==> config.mk <==
export PLATFORM = sky130hd
export DESIGN_NAME = uart_rx_oversampled_flat
export DESIGN_NICKNAME = d
export VERILOG_FILES = /design/src/rtl/uart_pkg.sv /design/src/rtl/uart_rx_oversampled_if.sv /design/src/rtl/uart_sync2.sv /design/src/rtl/uart_rx_oversampled.sv /design/src/flat_wrapper.sv
export SDC_FILE = /design/constraint.sdc
export NUM_CORES = 1
export LEC_CHECK = 0
export ABC_AREA = 0
export CAP_MARGIN = 10
export CORE_MARGIN = 2
export CORE_UTILIZATION = 28
export DETAILED_ROUTE_END_ITERATION = 6
export PLACE_DENSITY_LB_ADDON = 0.1
export SYNTH_ARGS = -nofsm -noshare
export SYNTH_HDL_FRONTEND = slang
export SYNTH_SLANG_ARGS = --single-unit
==> constraint.sdc <==
create_clock -name clk -period 4.65 [get_ports clk]
set_input_delay 0.93 -clock clk [delete_from_list [all_inputs] [get_ports clk]]
set_output_delay 0.93 -clock clk [all_outputs]
set_load 0.01 [all_outputs]
Met1 routing:
(4 px per um) Supply wires on this layer in gray.
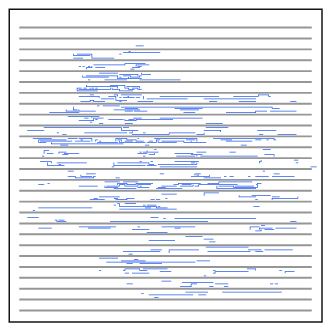
The wires run mostly horizontal. The layer carries 1330 um of wire. 131 nets have wire on it.
routed via count: 996
M1 GR Usage: 0.1284

Signal wires on met2:
(4 px per um) Cells faint in the background.
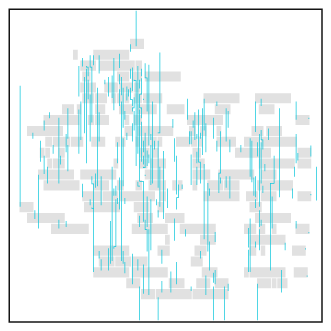
The layer holds 48% of the routed length. The layer carries 1330 um of wire. The wires run mostly vertical. The longest straight run is 39.8 um. 129 nets have wire on it.
final WL: 2.790 mm
met2 Use GR: 0.1595

Met3 routing:
(4 px per um)
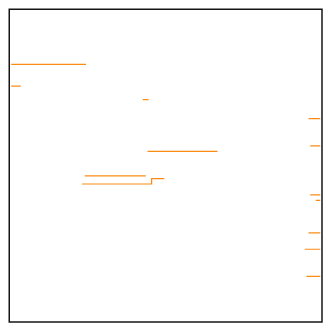
The wires run mostly horizontal. 10 nets have wire on it. The layer carries 92.8 um of wire.
met3 Use GR: 0.03837

Placed standard cells:
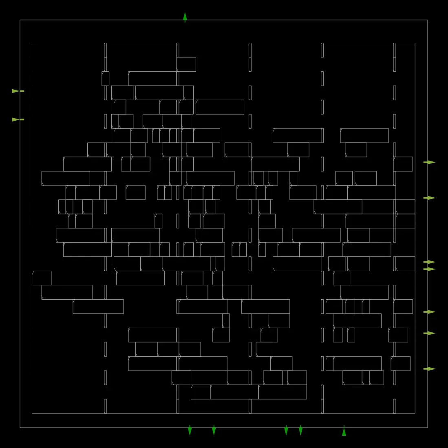
final core area utilization: 0.3534
core area: 5172 um2
n_taps: 70
num rows: 26
Seq cells: 32

Pin map:
(4 px per um) Pins as bars across the die edge, other pins in gray.
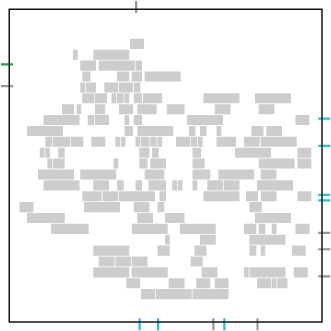
Green stands for clk, pins 1, direction input, edge west. Cyan stands for rx_if_data_out, pins 7, direction output, edge 4 east, 3 south.
Die Height: 77.84 um
port bufs: 14

==> out/metrics.cfg <==
[synthesis]
yosysUniqueCellTypes = 36
avgSynthCellArea_um2 = 11.65
ff_type = dfrtp_1
numSynthFlops = 32
edf_count = 0
yosysChipArea_um2 = 1526
fp_nets = 137
synth_area_um2 = 1526
synth_seq_share = 0.5262
yosys_warnings = 0
ys_async_sr_fraction = 1.000

[global_routing]
grt_first_pass_wirelength_mm = 4.830
grt_max_degree = 33
first_global_vias = 988
grt.overflow.total = 0
antenna_found_initial = 0

[worst_setup_path]
cp.depth = 1
r2r_setup_slack_ns = 2.67
cpPeakStageDelay_ns = 0.53
worstPathRequired_ns = 3.72
critical_path_buf_inv_count = 1
worstSetupStartpointType = register
worstRegToRegCells = 5
crit_family = buffers and inverters
crit_arrival_ns = 1.15
cpMaxStageDelayCell = clkdlybuf4s50_1
worstPathMaxFanout = 2
worstSetupPathType = register to primary output
crit_chain = clkdlybuf4s50_1

[pwr]
p_leak_nw = 0.7963
power_density_nw_per_um2 = 427.6
peakVddDrop_mv = 0.1756

[floorplanning]
io_pins = 15
die-width_um = 77.84
dieArea_um2 = 6058
fp_util = 0.2951

[route]
drtAntennaViolNets = 0
drc_errors = 0
wl_per_cell_um = 12.74
dr.pass1.iters = 3
drt_iter0_drc = 20

[final_timing]
finalSetupViolations = 0
tightest_slew_ns = 0.6072
hold_viol = 0
fin_crit_sh = 0.4480
fin_tns_setup_ns = 0
period_minus_slack_ns = 2.083
fin_ws_ns = 2.567
slew_headroom = 0.5941
skew_ns = 0.006572
rsz0062_at_grt = no
slew_viol_final = 0
max_freq_ghz = 0.4800

[finish]
diodes = 0
final_cells = 219
area_growth_pct = 19.75
drive_above_1_share = 0.2282
final_nets = 154

[status]
status = finished clean

[min_path]
hold_depth = 0
hp-class = register to register

[cts]
clk_latency_ns = 0.28
cts_tree = done
cts_root_buffer = clkbuf_8
cts.sinks = 32
h-tree-depth = 2
clk_pin_slew_ns = 0.06
ctsResizeCount = 0
clk_path_buf_depth = 2
ctsHoldBuffers = 0
numCtsBuffers = 5
post_cts_buffers = 0

[place]
dp_hpwl_mm = 1.943
place_congestion = 0.7875
dp.cells = 211
dp_slack_ns = 2.682

[flow_run]
drv_cap = 0
tool_warnings = 27

[layout by cell type (no fill, tap or decap), drive strengths merged, types with 3 or more instances in the layout]
cell	n
mux2	18
xnor2	11
ha	3
nand3	7
clkbuf	8
clkdlybuf4s50	14
dfrtp	30
inv	7
o21ai	3
nor2	10
nor3	6
nand2	5
[power breakdown]
part | switching, mW | internal (mW) | leakage, nW | total, mW
combinational | 0.0932 | 0.0904 | 0.325 | 0.184
clock | 0.0956 | 0.121 | 0.0455 | 0.216
sequential | 0.0631 | 0.319 | 0.426 | 0.382
total | 0.252 | 0.530 | 0.796 | 0.782
[cell usage after synthesis, types with 2 or more instances]
| cell type | instances | area share |
|---|---|---|
| nand2b_1 | 2 | 0.0082 |
| dfrtp_1 | 30 | 0.49 |
| nand2_1 | 5 | 0.012 |
| dfstp_2 | 2 | 0.034 |
| buf_2 | 3 | 0.0098 |
| inv_1 | 7 | 0.017 |
| o22ai_1 | 2 | 0.0082 |
| xnor2_1 | 11 | 0.063 |
| ha_1 | 3 | 0.025 |
| nor2_1 | 10 | 0.025 |
| a21oi_1 | 2 | 0.0066 |
| nand3_1 | 6 | 0.020 |
| nor3_1 | 6 | 0.020 |
| o21ai_0 | 3 | 0.0098 |
| mux2_2 | 18 | 0.13 |
[through the flow]
stage / total power [mW] / instance area, um2
after floorplan: 0.5275 / 1526
after global placement: 0.5714 / 1738
after detailed placement: 0.5706 / 1738
after CTS: 0.7943 / 1828
after global routing: 0.8373 / 1828
final: 0.7816 / 1828
[layer usage]
metal	share of wire	global-route usage	up-vias
met5	0	0	-
met4	0.014	0.05000	0
met3	0.033	0.03837	4
met2	0.48	0.1595	14
met1	0.47	0.1284	484
li1	-	-	494
[area by class of cell]
cell class                 count  area, um2
timing repair buffer          15      147.6
clock buffer                   8      90.09
inverter                       7      26.28
fill                         530       3344
tap                           70      87.58
sequential                    32      803.3
multi-input combinational     87      673.1
[logic make-up after synthesis]
| group | after synthesis | synth area share |
|---|---|---|
| flops | 32 | 0.5262 |
| buf+inv | 12 | 0.03278 |
| compound gates | 15 | 0.07132 |
| mux | 18 | 0.1328 |
| fa+ha+maj | 4 | 0.03115 |
| xor+xnor | 11 | 0.06311 |
| simple gates | 39 | 0.1426 |
No activity file was given, so power comes from the tool's default toggle rates.
